$ cat config.mk
export PLATFORM = sky130hd
export DESIGN_NAME = free_list_flat
export DESIGN_NICKNAME = d
export VERILOG_FILES = /design/src/rtl/free_list_if.sv /design/src/rtl/free_list.sv /design/src/flat_wrapper.sv
export SDC_FILE = /design/constraint.sdc
export NUM_CORES = 2
export LEC_CHECK = 0
export CORE_ASPECT_RATIO = 1.2
export CORE_MARGIN = 2
export CORE_UTILIZATION = 45
export DETAILED_ROUTE_END_ITERATION = 12
export SYNTH_ARGS = -nofsm -noshare
export SYNTH_HDL_FRONTEND = slang
export SYNTH_SLANG_ARGS = --single-unit
$ cat constraint.sdc
create_clock -name clk -period 11.8 [get_ports clk]
set_input_delay 1.18 -clock clk [delete_from_list [all_inputs] [get_ports clk]]
set_output_delay 1.18 -clock clk [all_outputs]
set_load 0.01 [all_outputs]
$ cat src/rtl/free_list_if.sv
// Rename-side port bundle of the physical-register free list.
// alloc_valid_o offers buf[head]; a grant (alloc_inval_o) occurs in any cycle
// where alloc_req_i and alloc_valid_o are both high. Commit pushes are always accepted.
interface free_list_if #(
   parameter int N_PHYS_REGS = 128,
   parameter int ROB_DEPTH   = 16,
   parameter int PREG_W      = $clog2(N_PHYS_REGS),
   parameter int ROB_W       = $clog2(ROB_DEPTH)
);
   logic              alloc_req_i;
   logic              alloc_valid_o;
   logic [PREG_W-1:0] alloc_preg_o;
   logic              alloc_inval_o;
   logic              commit_i;
   logic              commit_rd_used_i;
   logic [PREG_W-1:0] commit_old_preg_i;
   logic              checkpoint_take_i;
   logic [ROB_W-1:0]  checkpoint_tag_i;
   logic              recover_i;
   logic [ROB_W-1:0]  recover_tag_i;
   logic              flush_i;
   logic [PREG_W:0]   free_count_o;

   modport master (
      output alloc_req_i, commit_i, commit_rd_used_i, commit_old_preg_i,
             checkpoint_take_i, checkpoint_tag_i, recover_i, recover_tag_i, flush_i,
      input  alloc_valid_o, alloc_preg_o, alloc_inval_o, free_count_o
   );

   modport slave (
      input  alloc_req_i, commit_i, commit_rd_used_i, commit_old_preg_i,
             checkpoint_take_i, checkpoint_tag_i, recover_i, recover_tag_i, flush_i,
      output alloc_valid_o, alloc_preg_o, alloc_inval_o, free_count_o
   );
endinterface

$ cat src/rtl/free_list.sv
// Circular-buffer physical-register free list with per-branch head checkpoints,
// branch recovery and full flush back to the committed head.
module free_list #(
   parameter int N_PHYS_REGS = 128,
   parameter int N_ARCH_REGS = 32,
   parameter int ROB_DEPTH   = 16,
   parameter int PREG_W      = $clog2(N_PHYS_REGS),
   parameter int ROB_W       = $clog2(ROB_DEPTH)
) (
   input  logic       clk,
   input  logic       rst,
   free_list_if.slave fl
);
   localparam int N_FREE = N_PHYS_REGS - N_ARCH_REGS;

   typedef logic [PREG_W:0] ptr_t;

   logic [PREG_W-1:0] fifo_mem [N_PHYS_REGS];
   ptr_t              ckpt [ROB_DEPTH];
   ptr_t              head;
   ptr_t              tail;
   ptr_t              commit_head;
   ptr_t              head_pop;
   ptr_t              head_next;
   ptr_t              commit_head_next;
   ptr_t              free_count;
   logic              offer;
   logic              pop;
   logic              push;
   logic              ckpt_write;

   always_comb begin
      free_count       = tail - head;
      offer            = (free_count != '0) && !fl.recover_i && !fl.flush_i;
      pop              = fl.alloc_req_i && offer;
      push             = fl.commit_i && fl.commit_rd_used_i;
      head_pop         = head + ptr_t'(pop);
      commit_head_next = commit_head + ptr_t'(push);
      ckpt_write       = fl.checkpoint_take_i && !fl.recover_i && !fl.flush_i;
      // Recover outranks flush, which outranks a plain pop.
      head_next = head_pop;
      if (fl.flush_i)   head_next = commit_head_next;
      if (fl.recover_i) head_next = ckpt[fl.recover_tag_i];
   end

   assign fl.alloc_valid_o = offer;
   assign fl.alloc_preg_o  = fifo_mem[head[PREG_W-1:0]];
   assign fl.alloc_inval_o = pop;
   assign fl.free_count_o  = free_count;

   always_ff @(posedge clk) begin
      if (rst) begin
         for (int k = 0; k < N_PHYS_REGS; k++) begin
            fifo_mem[k] <= (k < N_FREE) ? PREG_W'(N_ARCH_REGS + k) : '0;
         end
         for (int t = 0; t < ROB_DEPTH; t++) begin
            ckpt[t] <= '0;
         end
         head        <= '0;
         tail        <= ptr_t'(N_FREE);
         commit_head <= '0;
      end else begin
         // The commit push proceeds even while recovering or flushing.
         if (push) begin
            fifo_mem[tail[PREG_W-1:0]] <= fl.commit_old_preg_i;
            tail                       <= tail + ptr_t'(1);
         end
         commit_head <= commit_head_next;
         head        <= head_next;
         if (ckpt_write) begin
            ckpt[fl.checkpoint_tag_i] <= head_pop;
         end
      end
   end
endmodule
$ cat src/flat_wrapper.sv
// flat-port wrapper written by rule: the top's interface ports become plain ports
module free_list_flat 
#(
   parameter int N_PHYS_REGS = 128,
   parameter int N_ARCH_REGS = 32,
   parameter int ROB_DEPTH   = 16,
   parameter int PREG_W      = $clog2(N_PHYS_REGS),
   parameter int ROB_W       = $clog2(ROB_DEPTH)
)
  (clk, rst, fl_alloc_req_i, fl_commit_i, fl_commit_rd_used_i, fl_commit_old_preg_i, fl_checkpoint_take_i, fl_checkpoint_tag_i, fl_recover_i, fl_recover_tag_i, fl_flush_i, fl_alloc_valid_o, fl_alloc_preg_o, fl_alloc_inval_o, fl_free_count_o);
  free_list_if #(.N_PHYS_REGS(N_PHYS_REGS), .ROB_DEPTH(ROB_DEPTH), .PREG_W(PREG_W), .ROB_W(ROB_W)) fl_i ();
  input  logic clk;
  input  logic rst;
  input wire logic [$bits(fl_i.alloc_req_i)-1:0] fl_alloc_req_i;
  input wire logic [$bits(fl_i.commit_i)-1:0] fl_commit_i;
  input wire logic [$bits(fl_i.commit_rd_used_i)-1:0] fl_commit_rd_used_i;
  input wire logic [$bits(fl_i.commit_old_preg_i)-1:0] fl_commit_old_preg_i;
  input wire logic [$bits(fl_i.checkpoint_take_i)-1:0] fl_checkpoint_take_i;
  input wire logic [$bits(fl_i.checkpoint_tag_i)-1:0] fl_checkpoint_tag_i;
  input wire logic [$bits(fl_i.recover_i)-1:0] fl_recover_i;
  input wire logic [$bits(fl_i.recover_tag_i)-1:0] fl_recover_tag_i;
  input wire logic [$bits(fl_i.flush_i)-1:0] fl_flush_i;
  output wire logic [$bits(fl_i.alloc_valid_o)-1:0] fl_alloc_valid_o;
  output wire logic [$bits(fl_i.alloc_preg_o)-1:0] fl_alloc_preg_o;
  output wire logic [$bits(fl_i.alloc_inval_o)-1:0] fl_alloc_inval_o;
  output wire logic [$bits(fl_i.free_count_o)-1:0] fl_free_count_o;
  assign fl_i.alloc_req_i = fl_alloc_req_i;
  assign fl_i.commit_i = fl_commit_i;
  assign fl_i.commit_rd_used_i = fl_commit_rd_used_i;
  assign fl_i.commit_old_preg_i = fl_commit_old_preg_i;
  assign fl_i.checkpoint_take_i = fl_checkpoint_take_i;
  assign fl_i.checkpoint_tag_i = fl_checkpoint_tag_i;
  assign fl_i.recover_i = fl_recover_i;
  assign fl_i.recover_tag_i = fl_recover_tag_i;
  assign fl_i.flush_i = fl_flush_i;
  assign fl_alloc_valid_o = fl_i.alloc_valid_o;
  assign fl_alloc_preg_o = fl_i.alloc_preg_o;
  assign fl_alloc_inval_o = fl_i.alloc_inval_o;
  assign fl_free_count_o = fl_i.free_count_o;
  free_list #(.N_PHYS_REGS(N_PHYS_REGS), .N_ARCH_REGS(N_ARCH_REGS), .ROB_DEPTH(ROB_DEPTH), .PREG_W(PREG_W), .ROB_W(ROB_W)) u_core (.clk(clk), .rst(rst), .fl(fl_i));
endmodule
Placed cells, one color a class:
Drawn at 1 px/um. Fill, decap, tap and diode cells in gray.
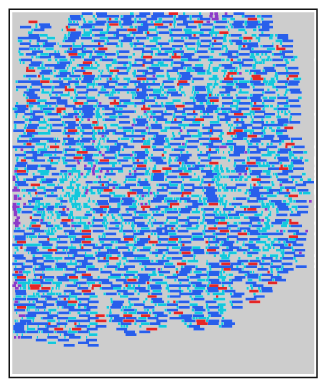
[cyan] all other logic | cells: 2151
[red] clock drivers and dummy loads | cells: 203
[blue] flip-flops | cells: 1048
[purple] other buffers and delay cells | cells: 94

Met3 routing:
Drawn at 1 px/um.
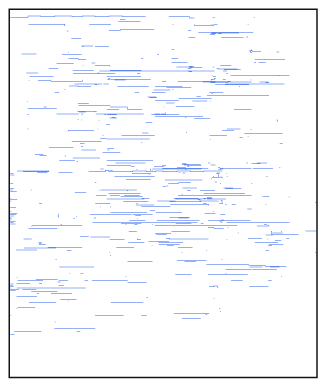
nets with wire on the layer: 236
longest straight run: 115 um
wire length on this layer: 6160 um
share of all routed wire: 4.8%
grt met3 use: 2.65%
via count: 28629
routed wire length: 129000 um

Routing congestion map:
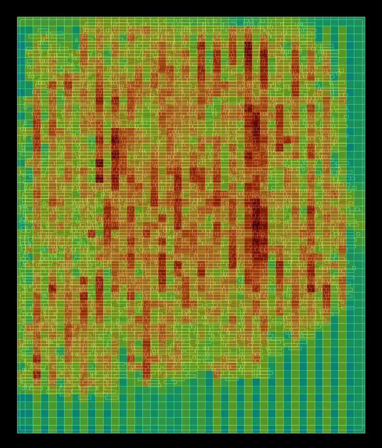
met2 Usage GRT: 39.3%
GRT met1 Usage: 30.6%
All-Layer GR Usage: 23.0%
layer with the highest usage: met2
final core occ: 49.4%

==> results.py <==
# Synthesis and PnR figures
metrics = {
    "global_route": {
        "grt_pass1_vias": 29658,
        "grt_pass1_wl_um": 193000,
        "grt_max_degree": 124,
        "antenna_found_initial": 2,
        "gr-total-overflow": 0,
    },
    "final_timing": {
        "setup-tns-final_ns": 0,
        "rsz0062_at_grt": "no",
        "fmaxAchievable_ghz": 0.154,
        "worstMarginPinSlew_ns": 1.16,
        "final-setup-viol-count": 0,
        "timing.slew.headroom_pct": 22.9,
        "fin_crit_sh_pct": 54.9,
        "finalHoldViolCount": 0,
        "report.final.slew_viol_count": 0,
        "period_needed_ns": 6.48,
        "finClkSkew_ns": 0.0200,
    },
    "yosys": {
        "synth_nets": 3586,
        "yosys_warnings": 0,
        "ys_types": 58,
        "synthXorXnorAreaFrac_pct": 0.391,
        "top_area_share_pct": 62.3,
        "yosys.area_share.aoi_pct": 3.79,
        "yosys_area_um2": 49300,
        "syn_area_per_cell_um2": 13.9,
        "syn_inst": 3550,
        "ys_cells": 3550,
        "ys_sh_simple_pct": 16.7,
        "top_cells_by_area": "edfxtp_1 (62%), mux4_2 (8.2%), and2_1 (5.6%), or3_1 (4.7%), mux2i_1 (3.9%)",
        "top_logic_kind": "simple AND/OR/NAND/NOR gates",
        "postSynthSeqShare_pct": 63.3,
        "yosysTopAreaCell": "edfxtp_1",
        "ys.flops": 1048,
        "syn-cell-area_um2": 49300,
        "adder_share_pct": 0.345,
        "edf_count": 1024,
        "ys_sh_mux_pct": 12.1,
        "synthArstFlopShare_pct": 0,
        "yosys_most_used_dff": "edfxtp_1",
    },
    "clocking": {
        "cts_tree": "built",
        "htree_levels": 3,
        "clk_latency_ns": 0.70,
        "cts_buffers": 109,
        "cts_resized": 0,
        "cts.hold.buffers_added": 0,
        "clockBufferDepth": 3,
        "cts_sinks": 1048,
        "post_cts.repair.setup_buffers": 0,
        "cts-root-buf": "clkbuf_16",
        "clkTransAtPathRegs_ns": 0.06,
    },
    "power": {
        "leakage_nw": 17.0,
        "power.share.combinational_pct": 7.7,
        "clkPwrFrac_pct": 41.4,
        "switching_share_pct": 23.3,
        "p_sw_mw": 1.92,
        "internal_power_mw": 6.32,
        "irDropWorstVdd_mv": 0.126,
        "power_density_nw_per_um2": 153,
        "p_seq_share_pct": 50.9,
    },
    "die": {
        "fp-row-count": 133,
        "chip_area_um2": 112000,
        "fp.dieH_um": 367,
        "initial_core_util_pct": 45.2,
        "pin_count": 40,
        "die_width_um": 306,
        "core_area_um2": 109000,
    },
    "place": {
        "place_congestion": 0.831,
        "placed_cells": 4710,
        "hpwlAfterDp_um": 78300,
        "io_buffers": 39,
    },
    "cells_and_area": {
        "seqCellArea_um2": 31200,
        "synthToLayoutAreaGrowth_pct": 9.22,
        "final_common_cell": "edfxtp_1",
        "n_fill_cell": 9309,
        "logic_area_um2": 16500,
        "stdcell_count": 4916,
        "lay_top_cells": "edfxtp_1 (1024), and2_1 (442), or3_1 (372)",
        "layout-drive-gt1-share_pct": 15.2,
        "nNetsFinal": 3440,
    },
    "route": {
        "first_pass_iters": 5,
        "antenna_left": 0,
        "drc": 0,
        "post_drt_wl_per_cell_um": 26.2,
        "drt_iter0_markers": 2178,
        "viasPerCell": 5.82,
    },
    "setup_path": {
        "cp.arrival_ns": 5.30,
        "crit_required_ns": 10.62,
        "crit_path_start_kind": "flop",
        "critPathCaptureType": "output port",
        "critPathKind": "reg -> out",
        "critPathMaxFanout": 123,
    },
    "worst_hold_path": {
        "hp-class": "reg -> reg",
    },
    "status": {
        "status": "complete, no violations",
    },
    "run": {
        "cap_violations": 0,
        "warnings": 30,
    },
}
-- state kept, by name, indices dropped and copies added, names as in the netlist --
register            count
u_core.fifo_mem       896
u_core.head             8
u_core.ckpt           128
u_core.commit_head      8
u_core.tail             8
-- power by group through the flow --
stage          clock network (mW)  registers [mW]  logic, mW
2_1_floorplan                   0            4.24      0.432
3_3_place_gp                    0            4.27      0.638
3_5_place_dp                    0            4.27      0.642
4_1_cts                      3.45            4.19      0.643
5_1_grt                      3.59            4.20      0.676
6_report                     3.41            4.19      0.638
-- critical path, cell delays in order (launching register included) --
cell and delay (ns):
dfxtp_4 0.82, buf_4 0.72, buf_12 0.72, mux2i_1 0.17, a221oi_1 0.40, o21ai_1 0.19, a21oi_1 0.31, a311o_1 0.34
o31a_1 0.27, clkdlybuf4s50_1 0.56
-- Yosys cell counts (all sizes together), types with 3 or more instances --
cell	count
a22oi	7
nand2b	17
o31a	8
inv	14
dfxtp	24
a311o	7
a221oi	42
or2	99
and3	93
o21bai	6
a31oi	8
xor2	9
o221ai	28
a21o	26
a211o	3
nand3	17
ha	12
nor2	258
a21oi	46
edfxtp	1024
nor2b	27
a211oi	17
o21ai	60
a41oi	7
nand2	102
buf	81
or3	374
mux4	180
and2	446
mux2i	191
nor3	16
xnor2	13
clkbuf	270
-- stage by stage --
stage                     power [mW]  hold WS [ns]  util (%)  instance area (um2)  worst slack [ns]
after global routing            8.46         0.565      49.4                53900              5.10
after floorplan                 4.68         0.473         -                49300              7.28
after global placement          4.91         0.485      46.2                50400              5.99
after CTS                       8.29         0.522      49.4                53900              5.24
after detailed placement        4.91         0.507      46.2                50400              6.00
final                           8.24         0.536      49.4                53900              5.32
-- final cells by class --
type | instances | share of cell area, %
diodes | 3 | 0.0139
well taps | 1417 | 3.29
clock inverters | 62 | 0.945
multi-input cells | 2135 | 30.7
inverters | 16 | 0.111
repair buffers | 94 | 1.47
clock buffers | 141 | 5.52
flip-flops and latches | 1048 | 58.0
-- final timing paths --
kind | cells after the start | startpoint | slack [ns] | to
worst max-delay path | 9 | u_core.head[0]$_SDFF_PP0_ | 5.32 | fl_alloc_preg_o[4]
worst max register to register | 13 | u_core.head[5]$_SDFF_PP0_ | 6.54 | u_core.head[6]$_SDFF_PP0_
worst min-delay path | 2 | u_core.commit_head[6]$_SDFF_PP0_ | 0.54 | u_core.commit_head[6]$_SDFF_PP0_
worst min register to register | 2 | u_core.commit_head[6]$_SDFF_PP0_ | 0.54 | u_core.commit_head[6]$_SDFF_PP0_
-- kinds of logic (layout without fill, tap and decap cells) --
kind of cell / after synthesis / after routing
other cells: 0 / 3
fa+ha+maj: 13 / 13
simple gates: 1460 / 1460
xor+xnor: 22 / 22
compound gates: 268 / 268
buf+inv: 367 / 313
mux: 372 / 372
flops: 1048 / 1048
-- routing by layer --
layer,global-route usage [%],routed length (um),vias up
met4,8.14,4220,0
li1,-,-,12965
met5,0,0,-
met2,39.3,64300,766
met1,30.6,54300,14671
met3,2.65,6160,227
No activity file was given, so power comes from the tool's default toggle rates.
